Signal wires by layer:
Scale bar: 50 um.
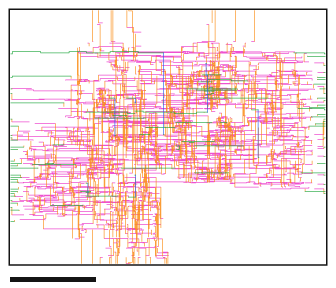
Placed cells, one colour a class:
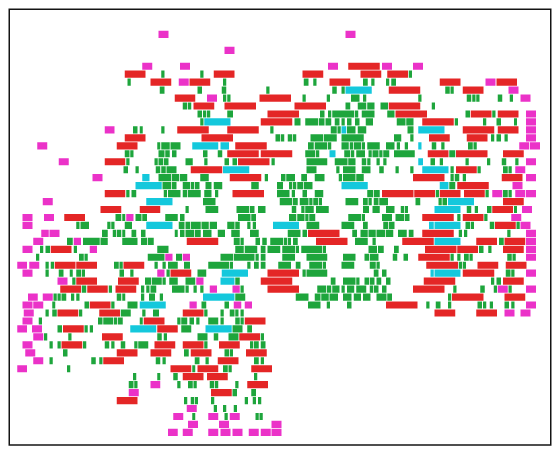
Signal metal coverage by tile:
Scale bar: 50 um. The die is cut into 37 by 30 equal tiles; dark blue is low, red is high, scaled to the fullest tile. Values are wire area over tile area, all layers added.
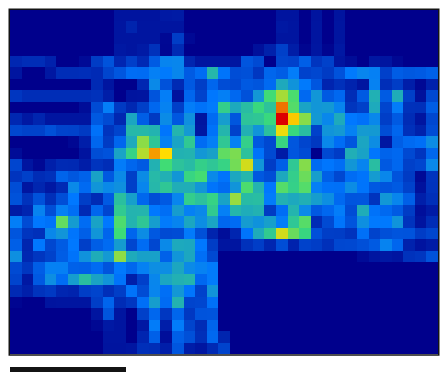
Routing congestion map:
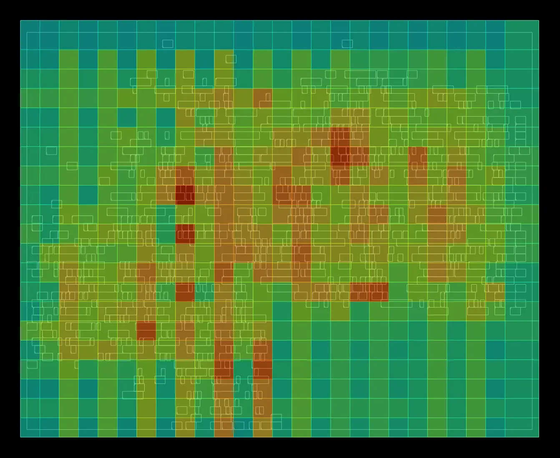
Sequential cells coloured by netlist name:
Scale bar: 50 um.
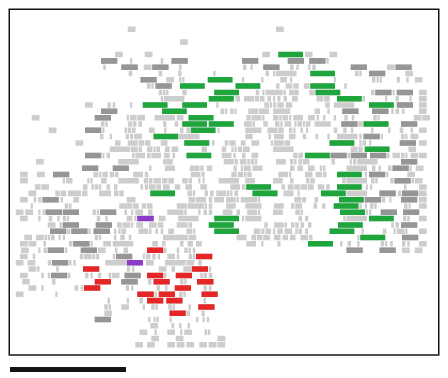
File: config.mk
export PLATFORM = sky130hd
export DESIGN_NAME = section_termination_multi
export DESIGN_NICKNAME = d
export VERILOG_FILES = /design/src/rtl/section_termination_multi.sv
export SDC_FILE = /design/constraint.sdc
export NUM_CORES = 1
export LEC_CHECK = 0
export ABC_CLOCK_PERIOD_IN_PS = 5700
export CORE_ASPECT_RATIO = 0.8
export CORE_MARGIN = 2
export CORE_UTILIZATION = 25
export CTS_CLUSTER_SIZE = 28
export DETAILED_ROUTE_END_ITERATION = 8
export PLACE_DENSITY_LB_ADDON = 0.3
export SETUP_SLACK_MARGIN = 0.15
export SLEW_MARGIN = 25
export SYNTH_ARGS = -nofsm -noshare
export SYNTH_HDL_FRONTEND = slang
export SYNTH_SLANG_ARGS = --single-unit
File: constraint.sdc
create_clock -name Clock -period 5.7 [get_ports Clock]
set_input_delay 0.855 -clock Clock [delete_from_list [all_inputs] [get_ports Clock]]
set_output_delay 0.855 -clock Clock [all_outputs]
set_load 0.01 [all_outputs]
File: src/rtl/section_termination_multi.sv
// Backward-metric termination over K tail trellis steps of an 8-state RSC code.
// Optional sticky positive-saturation flag port Sat: define SECTION_TERM_SAT_FLAG_EN.
module section_termination_multi #(
  parameter int unsigned N = 6,
  parameter int unsigned M = 6,
  parameter int unsigned K = 3
) (
  input  logic                 Clock,
  input  logic                 Reset,
  input  logic                 Clear,
  input  logic                 Enable,
  input  logic                 Start,
  input  logic [K-1:0][N-1:0]  ba1,
  input  logic [K-1:0][N-1:0]  ba2,
  output logic                 Busy,
  output logic                 Valid,
  output logic [7:1][M-1:0]    beta_out
`ifdef SECTION_TERM_SAT_FLAG_EN
  ,
  output logic                 Sat
`endif
);

  localparam int unsigned CW = (K > 1) ? $clog2(K) : 1;
  localparam int unsigned SW = ((M > N + 1) ? M : N + 1) + 1;
  localparam int MAXV = (1 << (M - 1)) - 1;
  localparam int MINV = -(1 << (M - 1));
  localparam logic signed [SW-1:0] SMAX = SW'(MAXV);
  localparam logic signed [SW-1:0] SMIN = SW'(MINV);
  localparam logic signed [M-1:0]  BMAX = M'(MAXV);
  localparam logic signed [M-1:0]  BMIN = M'(MINV);

  typedef enum logic [1:0] {IDLE, RUN, DONE} state_e;

  state_e                 state_q;
  logic [CW-1:0]          step_q;
  logic [K-1:0][N-1:0]    ba1_q;
  logic [K-1:0][N-1:0]    ba2_q;
  logic signed [M-1:0]    b_q [1:7];
  logic signed [M-1:0]    b_d [1:7];
  logic [7:1][M-1:0]      beta_q;
  logic                   busy_q;
  logic                   valid_q;

  logic signed [N:0]      a1_c;
  logic signed [N:0]      a2_c;
  logic signed [M-1:0]    bx_c [0:7];
  logic signed [N:0]      g_c [1:7];
  logic signed [SW-1:0]   sum_c [1:7];
  logic [2:0]             sv_c;
`ifdef SECTION_TERM_SAT_FLAG_EN
  logic                   pos_sat_c;
  logic                   sat_q;
`endif

  function automatic logic signed [M-1:0] sat_m(input logic signed [SW-1:0] x);
    if (x > SMAX)      sat_m = BMAX;
    else if (x < SMIN) sat_m = BMIN;
    else               sat_m = M'(x);
  endfunction

  // One backward trellis step on the current tail LLR pair; state 0 is the fixed reference.
  always_comb begin
    a1_c  = (N+1)'($signed(ba1_q[step_q]));
    a2_c  = (N+1)'($signed(ba2_q[step_q]));
    sv_c  = '0;
    bx_c[0] = '0;
    for (int s = 1; s < 8; s++) bx_c[s] = b_q[s];
`ifdef SECTION_TERM_SAT_FLAG_EN
    pos_sat_c = 1'b0;
`endif
    for (int s = 1; s < 8; s++) begin
      sv_c     = 3'(s);
      g_c[s]   = ((sv_c[1] ^ sv_c[0]) ? a1_c : '0) + ((sv_c[2] ^ sv_c[0]) ? a2_c : '0);
      sum_c[s] = SW'(bx_c[{1'b0, sv_c[2:1]}]) + SW'(g_c[s]);
      b_d[s]   = sat_m(sum_c[s]);
`ifdef SECTION_TERM_SAT_FLAG_EN
      pos_sat_c = pos_sat_c | (sum_c[s] > SMAX);
`endif
    end
  end

  // Pass control: latch tail LLRs, walk steps K-1..0, then publish the metrics.
  always_ff @(posedge Clock) begin
    if (Reset) begin
      state_q <= IDLE;
      step_q  <= '0;
      ba1_q   <= '0;
      ba2_q   <= '0;
      beta_q  <= '0;
      busy_q  <= 1'b0;
      valid_q <= 1'b0;
      for (int i = 1; i < 8; i++) b_q[i] <= BMIN;
`ifdef SECTION_TERM_SAT_FLAG_EN
      sat_q   <= 1'b0;
`endif
    end else if (Clear) begin
      state_q <= IDLE;
      beta_q  <= '0;
      busy_q  <= 1'b0;
      valid_q <= 1'b0;
      for (int i = 1; i < 8; i++) b_q[i] <= BMIN;
`ifdef SECTION_TERM_SAT_FLAG_EN
      sat_q   <= 1'b0;
`endif
    end else begin
      // Valid is a strict one-cycle pulse, independent of Enable
      valid_q <= 1'b0;
      if (Enable) begin
        case (state_q)
          IDLE: begin
            if (Start) begin
              ba1_q   <= ba1;
              ba2_q   <= ba2;
              step_q  <= CW'(K - 1);
              state_q <= RUN;
              busy_q  <= 1'b1;
              for (int i = 1; i < 8; i++) b_q[i] <= BMIN;
`ifdef SECTION_TERM_SAT_FLAG_EN
              sat_q   <= 1'b0;
`endif
            end
          end
          RUN: begin
            for (int i = 1; i < 8; i++) b_q[i] <= b_d[i];
`ifdef SECTION_TERM_SAT_FLAG_EN
            sat_q <= sat_q | pos_sat_c;
`endif
            if (step_q == '0) state_q <= DONE;
            else              step_q  <= step_q - 1'b1;
          end
          DONE: begin
            for (int i = 1; i < 8; i++) beta_q[i] <= b_q[i];
            valid_q <= 1'b1;
            busy_q  <= 1'b0;
            state_q <= IDLE;
          end
          default: begin
            state_q <= IDLE;
            busy_q  <= 1'b0;
          end
        endcase
      end
    end
  end

  assign Busy     = busy_q;
  assign Valid    = valid_q;
  assign beta_out = beta_q;
`ifdef SECTION_TERM_SAT_FLAG_EN
  assign Sat      = sat_q;
`endif

endmodule
==> notes.md <==
The critical path data arrival time came out at 4.95 ns. The run gives 22 for the largest driver fanout on the critical path. The run gives 0.848 for the final weighted congestion of routability-driven global placement. The run gives 0.197 as the met1 layer usage reported by global route. The total die size was 0.0274 mm^2. The run gives 0.969 mW for the total sequential power.

The total number of multi-input combinational cells was 546; the number of maximum-capacitance constraint violations was 0. Combinational fraction of the cell area: 0.398. After global routing the overflow that remains totals 0.

The tools report the share of power burned in the clock network as 0.488. The most frequent logic cell in the layout was sky130_fd_sc_hd__nand2_1. The run gives 0.258 for the area share of the largest cell type after synthesis.

The run finished with clean final reports. The non-clock buffer count in the final layout is 97. After detailed placement, the design holds a cell count of 1149.

After clock tree synthesis, the flow added hold-fix buffers numbering 0. Summed over all nets, the half-perimeter wirelength after detailed placement is 12300 um. Post-route standard cell area excluding fillers: 0.00835 mm^2. TritonCTS built the clock tree. The run gives 9100 um as the met1 layer wirelength in the final routing. For the highest achievable clock rate, the log shows 209 MHz. The depth of the worst register-to-register path was 16. For the initial antenna violation count, the log shows 0. The synthesized-area fraction occupied by and/or/nand/nor cells came out at 0.201. For the flop count, the log shows 126. Switching share of power: 0.237. In the routed layout, each cell is associated on average with a via count of 4.52.

The maximum cell stage delay along the critical path was 0.97 ns. Per STA, the startpoint of the critical path is step_q[1]. The run gives 0.081 for the relative contribution of combinational cells to total power. The flop share of the area works out to 0.352. The timing report gives the clock slew at the launch and capture registers of the worst setup and hold paths as 0.06 ns. Topmost layer with routed signal wires: met4. OpenSTA lists the critical path endpoint as b_q[1][14].

Power comes to 2.25 mW. For the met3 routing resource usage after global routing, the log shows 0.0345. The AND-OR/OR-AND share of the synthesized area is 0.166. The reg2reg setup slack was 0.92 ns. In the final design database the tool counted 903 nets. The internal portion of the total power is 1.72 mW. The area share of fa/ha/maj cells after synthesis was 0.0979. In this run, synthesis inferred 42 flip-flops with an integrated enable. After detailed routing, the number of remaining DRC violations is 0.

For this run, the leading register cell type out of synthesis is sky130_fd_sc_hd__dfxtp_1. Per the synthesis report, the number of distinct cell types is 56. For the via count of the first global-routing pass, the log shows 5005.
## Picture notes: 'signal wires by layer'
green -> M3  # wire length 923 um
magenta -> M1  # wire length 9100 um
orange -> M2  # wire length 6810 um
blue -> M4  # wire length 150 um

## Picture notes: 'placed cells, one colour a class'
red -> registers  # cells 126
magenta -> remaining buffers and delay cells  # cells 97
green -> remaining logic cells  # cells 575
cyan -> clock drivers and dummy loads  # cells 31

## Picture notes: 'signal metal coverage by tile'
fullest tile = 0.65
mean over tiles = 0.097
emptiest ninth of the die = lower right

## Picture notes: 'routing congestion map'
GR Layer Usage met2: 0.174
Layout Utilization: 0.328
most used routing layer: met1

## Picture notes: 'sequential cells coloured by netlist name'
green -> `b_q`  # flops 42
red -> `ba1_q`  # flops 18
purple -> `step_q`  # flops 2
not coloured = 64

Power and IR drop assume default switching activity.
